<file path="src/rtl/complement_pkg.sv">
// Shared types and constants for the complement-to-sign-magnitude decoder.
package complement_pkg;

    typedef enum logic [1:0] {
        IDLE  = 2'd0,
        SHIFT = 2'd1,
        DONE  = 2'd2
    } state_t;

    localparam logic ENC_TWOS = 1'b0;
    localparam logic ENC_ONES = 1'b1;

endpackage

</file>
<file path="src/rtl/complement_bit_cell.sv">
// One serial step of complement negation: a single input bit plus the running
// seen_one flag produce one magnitude bit and the updated flag.
module complement_bit_cell
    import complement_pkg::*;
(
    input  logic bit_in,
    input  logic mode,
    input  logic seen_in,
    output logic bit_out,
    output logic seen_out
);

    // Two's: bits up to and including the first 1 pass through, later ones flip.
    always_comb begin
        bit_out  = bit_in;
        seen_out = seen_in | bit_in;
        if (mode == ENC_ONES) begin
            bit_out = ~bit_in;
        end else if (seen_in) begin
            bit_out = ~bit_in;
        end
    end

endmodule

</file>
<file path="src/rtl/complement_decoder.sv">
// Decodes a ones'/two's-complement word into sign-magnitude, bit-serially by default.
// Define COMPLEMENT_DECODER_FAST_EN for a single-cycle combinational decode.
module complement_decoder
    import complement_pkg::*;
#(
    parameter int DATA_WIDTH = 8
) (
    input  logic                  clk,
    input  logic                  rst_n,
    input  logic                  in_valid,
    output logic                  in_ready,
    input  logic [DATA_WIDTH-1:0] in_data,
    input  logic                  in_ones,
    output logic                  out_valid,
    input  logic                  out_ready,
    output logic                  out_sign,
    output logic [DATA_WIDTH-1:0] out_mag,
    output logic                  busy
);

    localparam int MSB = DATA_WIDTH - 1;

    state_t                  state;
    state_t                  state_next;
    logic                    sign_reg;
    logic [DATA_WIDTH-1:0]   mag_reg;
    logic                    in_neg;

    assign in_neg = in_data[MSB];

`ifdef COMPLEMENT_DECODER_FAST_EN
    logic [DATA_WIDTH:0]   seen_chain;
    logic [DATA_WIDTH-1:0] fast_mag;
    logic                  fast_sign;

    assign seen_chain[0] = 1'b0;

    for (genvar i = 0; i < DATA_WIDTH; i++) begin : g_chain
        complement_bit_cell u_cell (
            .bit_in  (in_data[i]),
            .mode    (in_ones),
            .seen_in (seen_chain[i]),
            .bit_out (fast_mag[i]),
            .seen_out(seen_chain[i+1])
        );
    end

    // A zero magnitude (ones'-complement negative zero) must report a positive sign.
    assign fast_sign = seen_chain[DATA_WIDTH] & (|fast_mag);
`else
    localparam int                CNT_W    = $clog2(DATA_WIDTH) + 1;
    localparam logic [CNT_W-1:0] LAST_BIT = CNT_W'(DATA_WIDTH - 1);

    logic [DATA_WIDTH-1:0] data_reg;
    logic                  ones_reg;
    logic [CNT_W-1:0]      cnt;
    logic                  seen_one;
    logic                  cell_out;
    logic                  cell_seen;
    logic [DATA_WIDTH-1:0] shift_mag;

    complement_bit_cell u_cell (
        .bit_in  (data_reg[0]),
        .mode    (ones_reg),
        .seen_in (seen_one),
        .bit_out (cell_out),
        .seen_out(cell_seen)
    );

    // Result bits enter at the top so the LSB-first stream lands in place after DATA_WIDTH steps.
    assign shift_mag = {cell_out, mag_reg[DATA_WIDTH-1:1]};
`endif

    always_ff @(posedge clk or negedge rst_n) begin
        if (!rst_n) begin
            state <= IDLE;
        end else begin
            state <= state_next;
        end
    end

    always_comb begin
        state_next = state;
        unique case (state)
            IDLE: begin
                if (in_valid) begin
`ifdef COMPLEMENT_DECODER_FAST_EN
                    state_next = DONE;
`else
                    state_next = in_neg ? SHIFT : DONE;
`endif
                end
            end
            SHIFT: begin
`ifdef COMPLEMENT_DECODER_FAST_EN
                state_next = IDLE;
`else
                if (cnt == LAST_BIT) begin
                    state_next = DONE;
                end
`endif
            end
            DONE: begin
                if (out_ready) begin
                    state_next = IDLE;
                end
            end
            default: state_next = IDLE;
        endcase
    end

    always_ff @(posedge clk or negedge rst_n) begin
        if (!rst_n) begin
            sign_reg <= 1'b0;
            mag_reg  <= '0;
`ifdef COMPLEMENT_DECODER_FAST_EN
`else
            data_reg <= '0;
            ones_reg <= 1'b0;
            cnt      <= '0;
            seen_one <= 1'b0;
`endif
        end else if (state == IDLE && in_valid) begin
            sign_reg <= in_neg;
            if (!in_neg) begin
                mag_reg <= in_data;
            end else begin
`ifdef COMPLEMENT_DECODER_FAST_EN
                mag_reg  <= fast_mag;
                sign_reg <= fast_sign;
`else
                data_reg <= in_data;
                ones_reg <= in_ones;
                mag_reg  <= '0;
                cnt      <= '0;
                seen_one <= 1'b0;
`endif
            end
        end
`ifdef COMPLEMENT_DECODER_FAST_EN
`else
        else if (state == SHIFT) begin
            data_reg <= data_reg >> 1;
            mag_reg  <= shift_mag;
            seen_one <= cell_seen;
            cnt      <= cnt + CNT_W'(1);
            if (cnt == LAST_BIT) begin
                sign_reg <= sign_reg & (|shift_mag);
            end
        end
`endif
    end

    assign in_ready  = (state == IDLE);
    assign out_valid = (state == DONE);
    assign busy      = (state != IDLE);
    assign out_sign  = sign_reg;
    assign out_mag   = mag_reg;

endmodule

</file>
<file path="config.mk">
export PLATFORM = sky130hd
export DESIGN_NAME = complement_decoder
export DESIGN_NICKNAME = d
export VERILOG_FILES = /design/src/rtl/complement_pkg.sv /design/src/rtl/complement_bit_cell.sv /design/src/rtl/complement_decoder.sv
export SDC_FILE = /design/constraint.sdc
export NUM_CORES = 1
export LEC_CHECK = 0
export ABC_AREA = 1
export CORE_UTILIZATION = 30
export CTS_CLUSTER_DIAMETER = 100
export DETAILED_ROUTE_END_ITERATION = 10
export PLACE_DENSITY = 0.62
export RECOVER_POWER = 25
export SLEW_MARGIN = 25
export SYNTH_ARGS = -nofsm -noshare
export SYNTH_HDL_FRONTEND = slang
export SYNTH_HIERARCHICAL = 1
export SYNTH_SLANG_ARGS = --single-unit
</file>
<file path="constraint.sdc">
create_clock -name clk -period 1.68 [get_ports clk]
set_input_delay 0.504 -clock clk [delete_from_list [all_inputs] [get_ports clk]]
set_output_delay 0.504 -clock clk [all_outputs]
set_load 0.01 [all_outputs]
</file>
==> reports/qor.yml <==
critical_path:
  critPathLaunch: "state[0]"
  cp_slowest_stage_delay_ps: 420
  arrival_ps: 1100
  start_kind: "register"
  path_buffers: 2
  required_ps: 1180
  cp_top_family: "flip-flops"
  timing.critical_path.cells: "buf_4 -> nor2_2 -> buf_2"
  path_depth: 3
  slowest_stage: "dfrtp_1"
  critPathMaxFanout: 3
logic_synthesis:
  ys_seq_frac: 0.466
  synth.distinct_cells: 17
  yosys_area_sq_um: 1340
  ys.flops: 25
  ys_sh_aoi: 0.0168
  synth_area_sq_um: 1340
  ys_cells: 185
  synthXorXnorAreaFrac: 0
  syn_nets: 200
  avgSynthCellArea_sq_um: 7.25
clocking:
  postCtsSetupRepairBufs: 7
  worstSkewPairLatency_ps: 260
  clockBufferDepth: 2
  cts_tree: "built"
  cts_hold_buf: 0
  clk_pin_slew_ps: 90
  root_buffer: "clkbuf_8"
  cts_resized: 11
  htree_levels: 1
layout:
  antenna_cells: 0
  seq_area_sq_um: 626
  logic_area_sq_um: 633
  fin_cells: 276
  layout_top_cell: "nand2_1"
  final_layout_top_logic_cells: "nand2_1 (98), dfrtp_1 (25), buf_4 (16), inv_1 (13)"
  sh_comb_area: 0.355
  nNonClkBuffers: 41
  largestClassByArea: "combinational gates"
  logic_gates: 141
  clock_area_frac: 0.0252
  area_growth_pct: 33.1
pwr:
  power_frac_comb: 0.541
  p_seq_frac: 0.339
  power_frac_clock: 0.120
  p_total_w: 0.00299
  ir_drop_mv: 0.624
  p_sw_w: 0.00126
  p_int_w: 0.00173
  p_seq_w: 0.00101
  power_clock_w: 0.000359
  power_density_nw_per_um2: 1670
timing:
  tns_ps: 0
  fin_hold_ws_ps: 481
  setup_ws_ps: 80.3
  max_freq_mhz: 625
  worst_slew_pin_slew_ps: 619
  post-route-period-util: 0.952
  period_needed_ps: 1600
  rsz0062_at_grt: "false"
drt:
  first_iter_violations: 80
  antenna_left: 0
  wl_per_cell_microns: 11.1
  via_per_inst: 4.50
  routed_wl_microns: 3060
  dr.pass1.iters: 4
  post-route-drc-count: 0
  via_count: 1241
floorplanning:
  nWellTaps: 50
  die_y_microns: 68.9
  die_w_microns: 68.9
  floorplanUtilization: 0.324
hold_path:
  hold_path_depth: 2
  hold_end: "data_reg[6]"
flow_run:
  drv_cap: 0
global_route:
  grtUsageTotal: 0.146
  grt_first_pass_wirelength_microns: 5020
  grt_pass1_vias: 1152
place:
  dp_hpwl_microns: 2300
  routabilityCongestion: 0.777
  dp.cells: 265
  place_area_sq_um: 1690
run_status:
  outcome: "complete, no violations"
## synth_stat cells, drive strengths merged
cell type,number,share of area
a21boi,1,0.0056
buf,4,0.021
nand3,13,0.058
ha,2,0.019
dfrtp,25,0.47
o21ai,2,0.0075
inv,15,0.042
nand2,101,0.30
nand4,7,0.033
a21oi,1,0.0037
nor2,14,0.045
## worst reg2reg max path, delay by kind of cell (launching register included)
kind | cells | cell delay [ps]
AND/OR/NAND/NOR | 5 | 570
flip-flops | 1 | 410
buffers and inverters | 2 | 350
## layer usage
layer  up-vias  track usage  wire [microns]
met4         0       0.0230              13
met1       558        0.203            1500
met2        26        0.228            1390
met3         2       0.0411             154
li1        655            -               -
met5         -            0               0
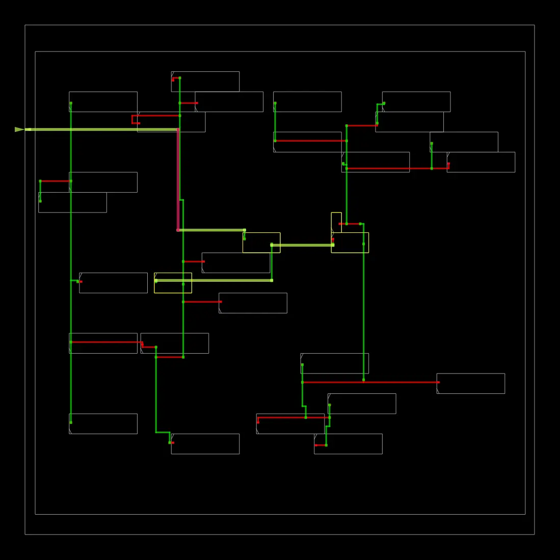
Fig. 1. Clock wiring as the flow saved it.
clock buffers: 4
registers: 25
CTS sink count: 25
CTS Buf Count: 3

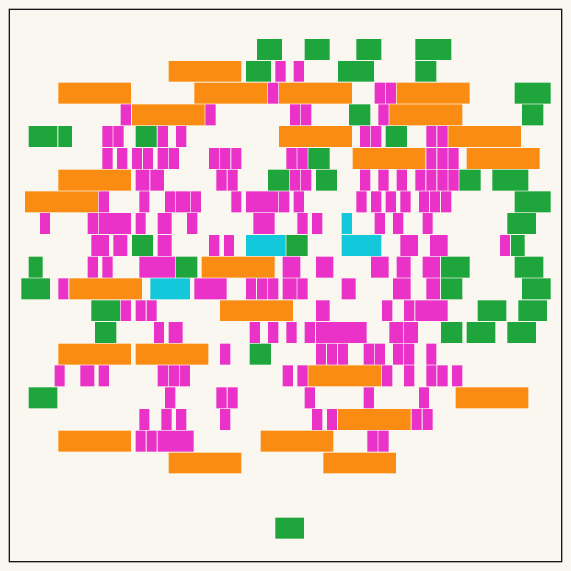
Fig. 2. Placement by cell class.
Drawn at 8 px/micron.
[clock drivers and dummy loads] cyan | cells: 4 | share of their area: 2.6%
[other buffers and delay cells] green | cells: 41 | share of their area: 21%
[combinational and other logic] magenta | cells: 156 | share of their area: 40%
[flops] orange | cells: 25 | share of their area: 36%
Final Cell Area: 1790 sq um
post-layout util: 0.431
row count: 23

Power is estimated from default activity; no workload was simulated.
